--- src/rtl/vga_mode_ctrl.sv ---
// Mode sequencer for the vga timing generator: accepts mode-change requests, applies them on a
// frame boundary, and holds the picture blanked while the new timing settles.
module vga_mode_ctrl #(
  parameter int unsigned DEFAULT_MODE    = 0,
  parameter int unsigned SETTLE_FRAMES   = 2,
  parameter int unsigned FCNT_W          = 4,
  parameter int unsigned VGA_MAX_H_WIDTH = 11,
  parameter int unsigned VGA_MAX_V_WIDTH = 10
) (
  input  logic                       clk_i,
  input  logic                       arstn_i,
  input  logic                       req_valid_i,
  output logic                       req_ready_o,
  input  logic [1:0]                 req_mode_i,
  input  logic [VGA_MAX_H_WIDTH-1:0] cust_hd_i,
  input  logic [VGA_MAX_H_WIDTH-1:0] cust_hf_i,
  input  logic [VGA_MAX_H_WIDTH-1:0] cust_hr_i,
  input  logic [VGA_MAX_H_WIDTH-1:0] cust_hb_i,
  input  logic [VGA_MAX_V_WIDTH-1:0] cust_vd_i,
  input  logic [VGA_MAX_V_WIDTH-1:0] cust_vf_i,
  input  logic [VGA_MAX_V_WIDTH-1:0] cust_vr_i,
  input  logic [VGA_MAX_V_WIDTH-1:0] cust_vb_i,
  input  logic [VGA_MAX_H_WIDTH-1:0] hcount_i,
  input  logic [VGA_MAX_V_WIDTH-1:0] vcount_i,
  output logic [VGA_MAX_H_WIDTH-1:0] hd_o,
  output logic [VGA_MAX_H_WIDTH-1:0] hf_o,
  output logic [VGA_MAX_H_WIDTH-1:0] hr_o,
  output logic [VGA_MAX_H_WIDTH-1:0] hb_o,
  output logic [VGA_MAX_V_WIDTH-1:0] vd_o,
  output logic [VGA_MAX_V_WIDTH-1:0] vf_o,
  output logic [VGA_MAX_V_WIDTH-1:0] vr_o,
  output logic [VGA_MAX_V_WIDTH-1:0] vb_o,
  output logic                       we_o,
  output logic                       blank_o,
  output logic [1:0]                 active_mode_o,
  output logic                       done_o,
  output logic                       err_o
);

  localparam int unsigned HW = VGA_MAX_H_WIDTH;
  localparam int unsigned VW = VGA_MAX_V_WIDTH;

  // Timing sets are packed {d, f, r, b}, d in the top slice.
  function automatic logic [4*HW-1:0] tbl_h(input logic [1:0] m);
    case (m)
      2'd1:    tbl_h = {HW'(800), HW'(40), HW'(128), HW'(88)};
      2'd2:    tbl_h = {HW'(1024), HW'(24), HW'(136), HW'(160)};
      default: tbl_h = {HW'(640), HW'(16), HW'(96), HW'(48)};
    endcase
  endfunction

  function automatic logic [4*VW-1:0] tbl_v(input logic [1:0] m);
    case (m)
      2'd1:    tbl_v = {VW'(600), VW'(1), VW'(4), VW'(23)};
      2'd2:    tbl_v = {VW'(768), VW'(3), VW'(6), VW'(29)};
      default: tbl_v = {VW'(480), VW'(10), VW'(2), VW'(33)};
    endcase
  endfunction

  function automatic logic [HW-1:0] sum_h(input logic [4*HW-1:0] t);
    sum_h = t[4*HW-1 -: HW] + t[3*HW-1 -: HW] + t[2*HW-1 -: HW] + t[HW-1:0];
  endfunction

  function automatic logic [VW-1:0] sum_v(input logic [4*VW-1:0] t);
    sum_v = t[4*VW-1 -: VW] + t[3*VW-1 -: VW] + t[2*VW-1 -: VW] + t[VW-1:0];
  endfunction

  localparam logic [1:0]      DefMode = DEFAULT_MODE[1:0];
  localparam logic [4*HW-1:0] DefH    = tbl_h(DefMode);
  localparam logic [4*VW-1:0] DefV    = tbl_v(DefMode);
  localparam logic [HW-1:0]   DefHTot = sum_h(DefH);
  localparam logic [VW-1:0]   DefVTot = sum_v(DefV);

  typedef enum logic [1:0] {StBoot, StIdle, StPending, StSettle} state_e;

  state_e            r_state;
  logic [4*HW-1:0]   r_h, r_stg_h;
  logic [4*VW-1:0]   r_v, r_stg_v;
  logic [HW-1:0]     r_act_htot, r_stg_htot;
  logic [VW-1:0]     r_act_vtot, r_stg_vtot;
  logic [1:0]        r_mode, r_stg_mode;
  logic [FCNT_W-1:0] r_fcnt;
  logic              r_we, r_blank, r_ready, r_done, r_err, r_boot;

  logic [4*HW-1:0]   w_req_h;
  logic [4*VW-1:0]   w_req_v;
  logic              w_cust_ok;
  logic              w_frame_end;

  assign w_req_h = (req_mode_i == 2'd3) ? {cust_hd_i, cust_hf_i, cust_hr_i, cust_hb_i}
                                        : tbl_h(req_mode_i);
  assign w_req_v = (req_mode_i == 2'd3) ? {cust_vd_i, cust_vf_i, cust_vr_i, cust_vb_i}
                                        : tbl_v(req_mode_i);

  // Display width must exceed every porch/sync width so the outputs stay a legal mode.
  assign w_cust_ok = (cust_hd_i > cust_hf_i) && (cust_hd_i > cust_hr_i) && (cust_hd_i > cust_hb_i) &&
                     (cust_vd_i > cust_vf_i) && (cust_vd_i > cust_vr_i) && (cust_vd_i > cust_vb_i);

  assign w_frame_end = (hcount_i == r_act_htot - HW'(1)) && (vcount_i == r_act_vtot - VW'(1));

  always_ff @(posedge clk_i or negedge arstn_i) begin
    if (!arstn_i) begin
      r_state    <= StBoot;
      r_h        <= DefH;
      r_v        <= DefV;
      r_stg_h    <= DefH;
      r_stg_v    <= DefV;
      r_act_htot <= DefHTot;
      r_act_vtot <= DefVTot;
      r_stg_htot <= DefHTot;
      r_stg_vtot <= DefVTot;
      r_mode     <= DefMode;
      r_stg_mode <= DefMode;
      r_fcnt     <= '0;
      r_we       <= 1'b0;
      r_blank    <= 1'b1;
      r_ready    <= 1'b0;
      r_done     <= 1'b0;
      r_err      <= 1'b0;
      r_boot     <= 1'b1;
    end else begin
      r_we   <= 1'b0;
      r_done <= 1'b0;
      r_err  <= 1'b0;
      unique case (r_state)
        // Generator state after reset is unknown, so program it without a boundary wait.
        StBoot: begin
          r_we    <= 1'b1;
          r_fcnt  <= '0;
          r_boot  <= 1'b1;
          r_state <= StSettle;
        end
        StIdle: begin
          if (req_valid_i && r_ready) begin
            if (req_mode_i != 2'd3 && req_mode_i == r_mode) begin
              r_done <= 1'b1;
            end else if (req_mode_i == 2'd3 && !w_cust_ok) begin
              r_err <= 1'b1;
            end else begin
              r_stg_h    <= w_req_h;
              r_stg_v    <= w_req_v;
              r_stg_htot <= sum_h(w_req_h);
              r_stg_vtot <= sum_v(w_req_v);
              r_stg_mode <= req_mode_i;
              r_ready    <= 1'b0;
              r_blank    <= 1'b1;
              r_state    <= StPending;
            end
          end
        end
        StPending: begin
          if (w_frame_end) begin
            r_h        <= r_stg_h;
            r_v        <= r_stg_v;
            r_act_htot <= r_stg_htot;
            r_act_vtot <= r_stg_vtot;
            r_mode     <= r_stg_mode;
            r_we       <= 1'b1;
            r_fcnt     <= '0;
            r_boot     <= 1'b0;
            r_state    <= StSettle;
          end
        end
        StSettle: begin
          if (w_frame_end) begin
            if (r_fcnt == FCNT_W'(SETTLE_FRAMES - 1)) begin
              r_state <= StIdle;
              r_blank <= 1'b0;
              r_ready <= 1'b1;
              r_done  <= !r_boot;
            end else begin
              r_fcnt <= r_fcnt + FCNT_W'(1);
            end
          end
        end
        default: r_state <= StBoot;
      endcase
    end
  end

  assign hd_o          = r_h[4*HW-1 -: HW];
  assign hf_o          = r_h[3*HW-1 -: HW];
  assign hr_o          = r_h[2*HW-1 -: HW];
  assign hb_o          = r_h[HW-1:0];
  assign vd_o          = r_v[4*VW-1 -: VW];
  assign vf_o          = r_v[3*VW-1 -: VW];
  assign vr_o          = r_v[2*VW-1 -: VW];
  assign vb_o          = r_v[VW-1:0];
  assign we_o          = r_we;
  assign blank_o       = r_blank;
  assign req_ready_o   = r_ready;
  assign active_mode_o = r_mode;
  assign done_o        = r_done;
  assign err_o         = r_err;

endmodule
--- config.mk ---
export PLATFORM = sky130hd
export DESIGN_NAME = vga_mode_ctrl
export DESIGN_NICKNAME = d
export VERILOG_FILES = /design/src/rtl/vga_mode_ctrl.sv
export SDC_FILE = /design/constraint.sdc
export NUM_CORES = 1
export LEC_CHECK = 0
export CAP_MARGIN = 10
export CORE_MARGIN = 2
export CORE_UTILIZATION = 40
export CTS_BUF_LIST = sky130_fd_sc_hd__clkbuf_4 sky130_fd_sc_hd__clkbuf_8
export DETAILED_ROUTE_END_ITERATION = 8
export HOLD_SLACK_MARGIN = 0.1
export PLACE_DENSITY = 0.7
export SYNTH_ARGS = -nofsm -noshare
export SYNTH_HDL_FRONTEND = slang
export SYNTH_SLANG_ARGS = --single-unit
export TNS_END_PERCENT = 5
--- constraint.sdc ---
create_clock -name clk_i -period 10.9 [get_ports clk_i]
set_clock_uncertainty 0.15 [all_clocks]
set_input_delay 1.09 -clock clk_i [delete_from_list [all_inputs] [get_ports clk_i]]
set_output_delay 1.09 -clock clk_i [all_outputs]
set_load 0.1 [all_outputs]
m1.png
Scale bar: 50 um.
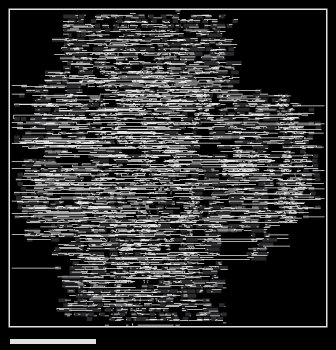
The wires run mostly horizontal. The layer carries 16,000 um of wire. The layer holds 46% of the routed length.
Post-Route WL: 35.3 mm
Vias: 9,385
met1 usage: 0.290

m2.png
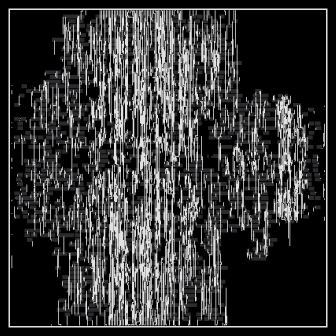
The layer carries 16,000 um of wire. The longest straight run is 59.6 um. The layer holds 45% of the routed length.
met2 usage: 0.328

m3.png
Scale bar: 50 um.
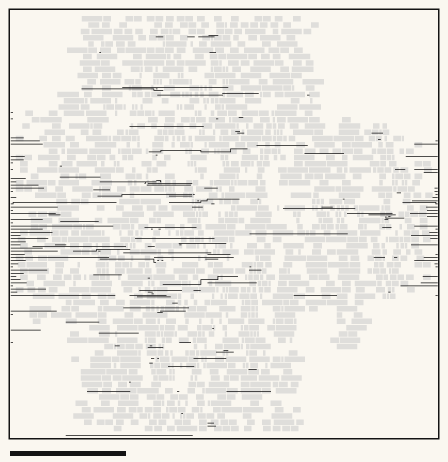
The wires run mostly horizontal. The layer carries 1,940 um of wire. 145 nets have wire on it.
met3 Usage GRT: 0.0364

Yosys cell counts (all sizes together) (3+ instances only):
library cell,n
dfrtp,178
mux2i,38
o21ai,34
nor2,55
nor3,14
xor2,19
a21boi,6
nor2b,9
nand3,11
o21a,6
o22ai,3
a21oi,39
nor4,5
nand2,55
inv,140
a2111oi,3
ha,89
mux2,180
buf,19
o31ai,4
a211oi,8
clkbuf,17
nor3b,4
dfstp,48
a21o,20
nand3b,4
nand2b,4
fa,38
and3,4
xnor2,29
and4,5
nand4,15
or2,4
and2,5
cell families after synthesis:
kind of cell	after synthesis
buffers and inverters	176
AND-OR/OR-AND	138
multiplexers	218
adder cells (fa/ha/maj)	127
XOR/XNOR	48
AND/OR/NAND/NOR	208
flip-flops	226
registers in the layout (all words and copies together), names as in the netlist:
signal,cells
r_v,40
r_boot,1
r_stg_h,44
r_act_htot,11
r_h,44
active_mode_o,2
r_act_vtot,10
we_o,1
r_state,2
req_ready_o,1
err_o,1
r_fcnt,4
r_stg_v,40
r_stg_mode,2
blank_o,1
done_o,1
r_stg_htot,11
r_stg_vtot,10
power by group through the flow:
stage / Clock [uW] / Sequential, uW / Combinational [uW]
finish: 857 / 840 / 372
global route: 913 / 840 / 418
CTS: 876 / 840 / 373
detailed placement: 0 / 855 / 369
global placement: 0 / 855 / 360
floorplan: 0 / 855 / 225
area by class of cell:
type / count / share of cell area
clock buffer: 61 / 0.0459
clock inverter: 9 / 0.00733
inverter: 140 / 0.0321
multi-input combinational: 739 / 0.406
sequential: 226 / 0.349
tap: 442 / 0.0337
timing repair buffer: 208 / 0.126
per-layer routing:
metal  up-vias  wire length (um)  track usage
met3        69              1940       0.0364
met5         -                 0            0
met2       257             16000        0.328
li1       4364                 -            -
met4         0              1240       0.0810
met1      4695             16000        0.290
==> deck_impl_summary.md <==
Physical Implementation Snapshot

Final layout
  • Share of layout cells above drive strength 1: 0.207
  • Antenna fix cells: 0
  • Layout Nets: 1,591
  • Most frequent logic cell in the layout: clkdlybuf4s50_1
  • FF/Latch Area: 0.00572 mm^2
  • # fillers: 2,921
  • Layout area overhead: 25.5%

Placed design
  • Hpwl dp: 27.2 mm
  • Placement Setup Slack: 4700 ps
  • Area after DPL: 0.0155 mm^2
  • Dpl cells: 1,755
  • GP Congestion: 0.907
  • # port buffers: 200

Worst setup path
  • WP buf/inv: 5
  • CP max stage delay: 660 ps
  • Crit path capture: r_stg_vtot[9]$_DFFE_PN1P_
  • CP Data Arrival Time: 6000 ps
  • Crit. End Element: flop
  • CP Class: input pin to flop
  • R2r startpoint: r_act_htot[0]$_DFFE_PN0P_
  • Worst Setup Start Kind: input pin
  • Family with the most delay on the worst path: adder cells
  • R2R depth: 10
  • Slowest CP cell: clkdlybuf4s50_1
  • Levels on crit path: 19

Synthesis
  • Synth mux share: 0.184
  • Compound Share, Synth: 0.0669
  • Chip Area, Yosys: 0.0131 mm^2
  • Comb area leader: multiplexers
  • Adder-Cell Fraction of Synth Area: 0.144
  • EDFF count, synth: 0
  • Area share, top type: 0.341
  • Yosys Instances: 1,141
  • Yosys warning tally: 0
  • Gate Count Post-Synth: 1,141
  • Area fraction in xor and xnor cells: 0.0322
  • Mean post-synth cell area: 11.4 um^2
  • Sequential-to-total area share from yosys stat: 0.438

Floorplanning
  • Die W: 185 um
  • Die area: 0.0341 mm^2
  • FP Core Util: 0.403
  • Std-Cell Rows: 66
  • Die Height: 185 um

Pwr
  • P_int: 1510 uW
  • Seq pwr share: 0.406
  • Leak: 0.00830 uW
  • Sw Share: 0.269
  • Clk pwr share: 0.414
  • Peak supply drop: 0.0722 mV

GRT
  • Number of global-route vias before repair: 9,659
  • Initial antenna violation count: 0
  • First-pass GRT wire length: 54.7 mm
  • Total grt overflow: 0
  • Gr usage total: 0.209

CTS
  • Post-CTS sizing: 0
  • Quantity of hold-fixing buffers added after cts: 0
  • Clock Sink Count: 226
  • Post-CTS Setup Bufs: 0
  • CTS buffer count: 39
  • Max Root-Sink Buffers: 3
  • Clk root buf: clkbuf_8

Final timing
  • Fin. max-slew vios: 0
  • Setup TNS: 0 ps
  • Worst Tran Pin Value: 1170 ps
  • RSZ-0062 raised after global routing: false
  • Final Cycle Share: 0.523
  • Minimum clock period: 5700 ps
  • Fin Hold WS: 323 ps
  • Final Hold Fails: 0
  • Final setup vio count: 0
  • Final setup margin: 5200 ps
  • Slew margin rel.: 0.212

Worst hold path
  • Hold Crit Start: r_stg_v[0]$_DFFE_PN1P_
  • Worst Hold Endpoint: r_stg_v[0]$_DFFE_PN1P_

Routing
  • Antenna viol nets, final: 0
  • Mean routed wirelength per cell: 19.3 um
  • 1st-iter DRT viols: 522
  • Pre-antenna DRT Iters: 5

Status
  • Status: completed
No activity file was given, so power comes from the tool's default toggle rates.
